**Supply network**

Bar = 20 um. Pins as bars on the die edge. Tap cells in gray.
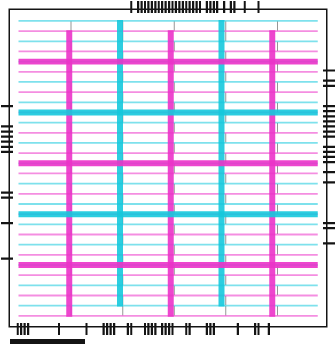
**Cell classes on the final placement**

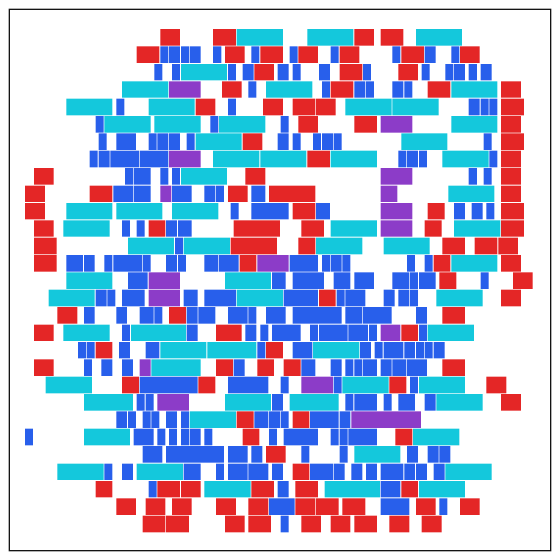
**Clock distribution**

Bar = 20 um.
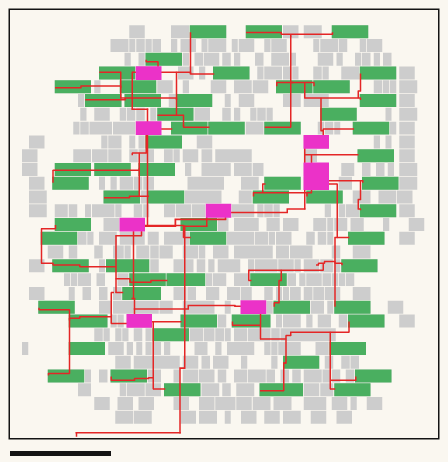
**Metal layers overlaid**

Bar = 20 um. Two of the layers only.
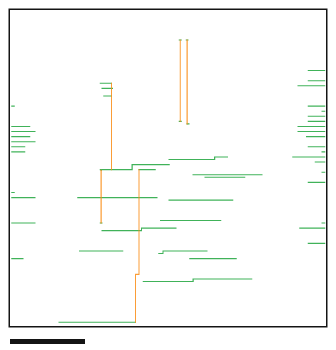
**Clock nets**

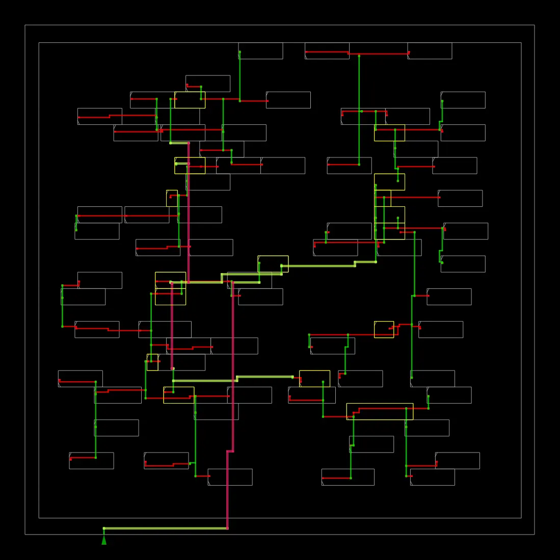
File: src/rtl/cache_fill_fsm_if.sv
// Miss-handler bus: cache lookup/LRU inputs, memory read port and the
// data/tag/LRU array write side, grouped for the cache_fill_fsm.
interface cache_fill_fsm_if #(
  parameter int ADDR_W = 16,
  parameter int WORDS  = 8,
  parameter int IDX_W  = 6
);
  localparam int SEL_W = $clog2(WORDS);

  logic              miss_detected;
  logic [ADDR_W-1:0] miss_address;
  logic              way0_isLRU;
  logic              way1_isLRU;
  logic [15:0]       mem_data;
  logic              mem_data_valid;

  logic              fsm_busy;
  logic [IDX_W-1:0]  set_index;
  logic              mem_en;
  logic [ADDR_W-1:0] mem_address;
  logic              data_write;
  logic [SEL_W-1:0]  word_sel;
  logic [15:0]       data_out;
  logic              victim_way;
  logic              tag_write;
  logic              lru_write;
  logic              lru_block0;
  logic              lru_block1;
  logic              fill_done;

  modport master (
    input  miss_detected, miss_address, way0_isLRU, way1_isLRU,
           mem_data, mem_data_valid,
    output fsm_busy, set_index, mem_en, mem_address, data_write, word_sel,
           data_out, victim_way, tag_write, lru_write, lru_block0,
           lru_block1, fill_done
  );

  modport slave (
    output miss_detected, miss_address, way0_isLRU, way1_isLRU,
           mem_data, mem_data_valid,
    input  fsm_busy, set_index, mem_en, mem_address, data_write, word_sel,
           data_out, victim_way, tag_write, lru_write, lru_block0,
           lru_block1, fill_done
  );
endinterface

File: src/rtl/cache_fill_fsm.sv
// Cache miss handler: picks the LRU victim way, streams a block in from memory
// word by word, then commits the tag and makes the filled way MRU.
module cache_fill_fsm #(
  parameter int ADDR_W = 16,
  parameter int WORDS  = 8,
  parameter int IDX_W  = 6
) (
  input  logic            clk,
  input  logic            rst,
  cache_fill_fsm_if.master bus
);
  localparam int SEL_W = $clog2(WORDS);
  localparam int CNT_W = SEL_W + 1;
  localparam int OFF_W = SEL_W + 1;

  typedef enum logic [1:0] {
    IDLE   = 2'd0,
    FILL   = 2'd1,
    COMMIT = 2'd2
  } state_e;

  state_e            state_q;
  logic [CNT_W-1:0]  iss_q;
  logic [CNT_W-1:0]  rcv_q;
  logic [ADDR_W-1:0] base_q;

  logic              fsm_busy_q;
  logic [IDX_W-1:0]  set_index_q;
  logic              mem_en_q;
  logic [ADDR_W-1:0] mem_address_q;
  logic              data_write_q;
  logic [SEL_W-1:0]  word_sel_q;
  logic [15:0]       data_out_q;
  logic              victim_way_q;
  logic              tag_write_q;
  logic              lru_write_q;
  logic              lru_block0_q;
  logic              lru_block1_q;
  logic              fill_done_q;

  logic              victim_d;
  logic [ADDR_W-1:0] miss_base_d;
  logic [ADDR_W-1:0] rd_addr_d;

  // Victim selection: only an unambiguous "way1 is LRU" picks way 1.
  always_comb begin
    if (bus.way1_isLRU && !bus.way0_isLRU) begin
      victim_d = 1'b1;
    end else begin
      victim_d = 1'b0;
    end
  end

  // Block-aligned base of the missing address and the next read address.
  always_comb begin
    miss_base_d = {bus.miss_address[ADDR_W-1:OFF_W], {OFF_W{1'b0}}};
    rd_addr_d   = base_q + {{(ADDR_W-CNT_W-1){1'b0}}, iss_q, 1'b0};
  end

  // Fill sequencer with registered outputs; issue and receive run independently.
  always_ff @(posedge clk) begin
    if (!rst) begin
      state_q       <= IDLE;
      iss_q         <= {CNT_W{1'b0}};
      rcv_q         <= {CNT_W{1'b0}};
      base_q        <= {ADDR_W{1'b0}};
      fsm_busy_q    <= 1'b0;
      set_index_q   <= {IDX_W{1'b0}};
      mem_en_q      <= 1'b0;
      mem_address_q <= {ADDR_W{1'b0}};
      data_write_q  <= 1'b0;
      word_sel_q    <= {SEL_W{1'b0}};
      data_out_q    <= 16'h0000;
      victim_way_q  <= 1'b0;
      tag_write_q   <= 1'b0;
      lru_write_q   <= 1'b0;
      lru_block0_q  <= 1'b0;
      lru_block1_q  <= 1'b0;
      fill_done_q   <= 1'b0;
    end else begin
      mem_en_q     <= 1'b0;
      data_write_q <= 1'b0;
      tag_write_q  <= 1'b0;
      lru_write_q  <= 1'b0;
      lru_block0_q <= 1'b0;
      lru_block1_q <= 1'b0;
      fill_done_q  <= 1'b0;
      case (state_q)
        IDLE: begin
          fsm_busy_q <= 1'b0;
          iss_q      <= {CNT_W{1'b0}};
          rcv_q      <= {CNT_W{1'b0}};
          if (bus.miss_detected) begin
            // First read goes out directly from the miss address.
            base_q        <= miss_base_d;
            set_index_q   <= bus.miss_address[OFF_W+IDX_W-1:OFF_W];
            victim_way_q  <= victim_d;
            mem_en_q      <= 1'b1;
            mem_address_q <= miss_base_d;
            iss_q         <= CNT_W'(1);
            fsm_busy_q    <= 1'b1;
            state_q       <= FILL;
          end else begin
            state_q <= IDLE;
          end
        end
        FILL: begin
          fsm_busy_q <= 1'b1;
          if (iss_q < CNT_W'(WORDS)) begin
            mem_en_q      <= 1'b1;
            mem_address_q <= rd_addr_d;
            iss_q         <= iss_q + CNT_W'(1);
          end else begin
            iss_q <= iss_q;
          end
          if (bus.mem_data_valid && (rcv_q < CNT_W'(WORDS))) begin
            data_write_q <= 1'b1;
            word_sel_q   <= rcv_q[SEL_W-1:0];
            data_out_q   <= bus.mem_data;
            rcv_q        <= rcv_q + CNT_W'(1);
          end else begin
            rcv_q <= rcv_q;
          end
          // rcv_q reaches WORDS while the last write is on the bus.
          if (rcv_q == CNT_W'(WORDS)) begin
            tag_write_q  <= 1'b1;
            lru_write_q  <= 1'b1;
            fill_done_q  <= 1'b1;
            lru_block0_q <= victim_way_q;
            lru_block1_q <= ~victim_way_q;
            state_q      <= COMMIT;
          end else begin
            state_q <= FILL;
          end
        end
        COMMIT: begin
          fsm_busy_q <= 1'b0;
          iss_q      <= {CNT_W{1'b0}};
          rcv_q      <= {CNT_W{1'b0}};
          state_q    <= IDLE;
        end
        default: begin
          fsm_busy_q <= 1'b0;
          iss_q      <= {CNT_W{1'b0}};
          rcv_q      <= {CNT_W{1'b0}};
          state_q    <= IDLE;
        end
      endcase
    end
  end

  assign bus.fsm_busy    = fsm_busy_q;
  assign bus.set_index   = set_index_q;
  assign bus.mem_en      = mem_en_q;
  assign bus.mem_address = mem_address_q;
  assign bus.data_write  = data_write_q;
  assign bus.word_sel    = word_sel_q;
  assign bus.data_out    = data_out_q;
  assign bus.victim_way  = victim_way_q;
  assign bus.tag_write   = tag_write_q;
  assign bus.lru_write   = lru_write_q;
  assign bus.lru_block0  = lru_block0_q;
  assign bus.lru_block1  = lru_block1_q;
  assign bus.fill_done   = fill_done_q;
endmodule

File: src/flat_wrapper.sv
// flat-port wrapper written by rule: the top's interface ports become plain ports
module cache_fill_fsm_flat 
#(
  parameter int ADDR_W = 16,
  parameter int WORDS  = 8,
  parameter int IDX_W  = 6
)
  (clk, rst, bus_miss_detected, bus_miss_address, bus_way0_isLRU, bus_way1_isLRU, bus_mem_data, bus_mem_data_valid, bus_fsm_busy, bus_set_index, bus_mem_en, bus_mem_address, bus_data_write, bus_word_sel, bus_data_out, bus_victim_way, bus_tag_write, bus_lru_write, bus_lru_block0, bus_lru_block1, bus_fill_done);
  cache_fill_fsm_if #(.ADDR_W(ADDR_W), .WORDS(WORDS), .IDX_W(IDX_W)) bus_i ();
  input  logic clk;
  input  logic rst;
  input wire logic [$bits(bus_i.miss_detected)-1:0] bus_miss_detected;
  input wire logic [$bits(bus_i.miss_address)-1:0] bus_miss_address;
  input wire logic [$bits(bus_i.way0_isLRU)-1:0] bus_way0_isLRU;
  input wire logic [$bits(bus_i.way1_isLRU)-1:0] bus_way1_isLRU;
  input wire logic [$bits(bus_i.mem_data)-1:0] bus_mem_data;
  input wire logic [$bits(bus_i.mem_data_valid)-1:0] bus_mem_data_valid;
  output wire logic [$bits(bus_i.fsm_busy)-1:0] bus_fsm_busy;
  output wire logic [$bits(bus_i.set_index)-1:0] bus_set_index;
  output wire logic [$bits(bus_i.mem_en)-1:0] bus_mem_en;
  output wire logic [$bits(bus_i.mem_address)-1:0] bus_mem_address;
  output wire logic [$bits(bus_i.data_write)-1:0] bus_data_write;
  output wire logic [$bits(bus_i.word_sel)-1:0] bus_word_sel;
  output wire logic [$bits(bus_i.data_out)-1:0] bus_data_out;
  output wire logic [$bits(bus_i.victim_way)-1:0] bus_victim_way;
  output wire logic [$bits(bus_i.tag_write)-1:0] bus_tag_write;
  output wire logic [$bits(bus_i.lru_write)-1:0] bus_lru_write;
  output wire logic [$bits(bus_i.lru_block0)-1:0] bus_lru_block0;
  output wire logic [$bits(bus_i.lru_block1)-1:0] bus_lru_block1;
  output wire logic [$bits(bus_i.fill_done)-1:0] bus_fill_done;
  assign bus_i.miss_detected = bus_miss_detected;
  assign bus_i.miss_address = bus_miss_address;
  assign bus_i.way0_isLRU = bus_way0_isLRU;
  assign bus_i.way1_isLRU = bus_way1_isLRU;
  assign bus_i.mem_data = bus_mem_data;
  assign bus_i.mem_data_valid = bus_mem_data_valid;
  assign bus_fsm_busy = bus_i.fsm_busy;
  assign bus_set_index = bus_i.set_index;
  assign bus_mem_en = bus_i.mem_en;
  assign bus_mem_address = bus_i.mem_address;
  assign bus_data_write = bus_i.data_write;
  assign bus_word_sel = bus_i.word_sel;
  assign bus_data_out = bus_i.data_out;
  assign bus_victim_way = bus_i.victim_way;
  assign bus_tag_write = bus_i.tag_write;
  assign bus_lru_write = bus_i.lru_write;
  assign bus_lru_block0 = bus_i.lru_block0;
  assign bus_lru_block1 = bus_i.lru_block1;
  assign bus_fill_done = bus_i.fill_done;
  cache_fill_fsm #(.ADDR_W(ADDR_W), .WORDS(WORDS), .IDX_W(IDX_W)) u_core (.clk(clk), .rst(rst), .bus(bus_i));
endmodule
File: config.mk
export PLATFORM = sky130hd
export DESIGN_NAME = cache_fill_fsm_flat
export DESIGN_NICKNAME = d
export VERILOG_FILES = /design/src/rtl/cache_fill_fsm_if.sv /design/src/rtl/cache_fill_fsm.sv /design/src/flat_wrapper.sv
export SDC_FILE = /design/constraint.sdc
export NUM_CORES = 1
export LEC_CHECK = 0
export CORE_MARGIN = 2
export CORE_UTILIZATION = 41
export DETAILED_ROUTE_END_ITERATION = 6
export HOLD_SLACK_MARGIN = 0.03
export PLACE_DENSITY = 0.78
export SETUP_SLACK_MARGIN = 0.2
export SYNTH_ARGS = -nofsm -noshare
export SYNTH_HDL_FRONTEND = slang
export SYNTH_SLANG_ARGS = --single-unit
File: constraint.sdc
create_clock -name clk -period 1.7 [get_ports clk]
set_input_delay 0.34 -clock clk [delete_from_list [all_inputs] [get_ports clk]]
set_output_delay 0.34 -clock clk [all_outputs]
set_load 0.01 [all_outputs]
==> run notes <==
yosys + openroad results -> Post-Syn Area=2659 um2, Via density=5.036, Tcrit/Tclk final=94.75%, mux share=1.129%, number of enable flip-flop cells=0, most frequent logic cell in the layout=nand2_1, crit path to=u_core.bus.mem_address[14]$_SDFFE_PN0P_, register share after synthesis=47.44%, Leading cell kind=combinational gates, WL/cell=13.76 um, Core Box Area=6314 um2, Max-area cell share=47.44%, WL met2=3370 um, largest net degree at the start of global routing=26, max reg flops=16, # port buffers=82, XOR Share, Synth=2.306%, Synth Flop Type=dfxtp_1, Reg power frac=46.4%, max cap viols=0, CTS Buffer Depth=2, GP Congestion=0.8147, CP required=1.91 ns, FILL cells=563, pwr dens=874.2 nW/um2, Top Ports=88, mi-comb count=224, clk root buf=clkbuf_8, outcome=completed, heaviest power group=sequential cells, R2R depth=6, M2 GR Usage=31.21%, Async S/R FF share, synth=0%, dpl ws=-0.09942 ns
-- 'supply network' (at the start) --
Key: magenta = VSS; cyan = VDD
5 straps on met4. The core has 29 rows. 30 met1 rails follow the rows.

-- 'cell classes on the final placement' (at the start) --
Key: red = other buffers and delay cells [cells 111, share of their area 26%]; cyan = flops [cells 63, share of their area 33%]; blue = combinational and other logic [cells 231, share of their area 35%]; purple = clock drivers and dummy loads [cells 16, share of their area 5.4%]

-- 'clock distribution' (at the start) --
Key: green = flip-flops [count 63]; magenta = clock drivers [count 9]; red = clock wires [length 753 um]
Position of the flops: spread over the die. There are 10 routed clock nets.

-- 'metal layers overlaid' (at the start) --
Key: green = metal 3 [wire length 368 um]; orange = metal 4 [wire length 123 um]

-- 'clock nets' (at the start) --
clk pwr: 1320 uW
registers: 63
clk_lat worst skew: 0.33 ns
layout clock buffer count: 11
Setup Skew: 0.008099 ns

Power and IR drop assume default switching activity.
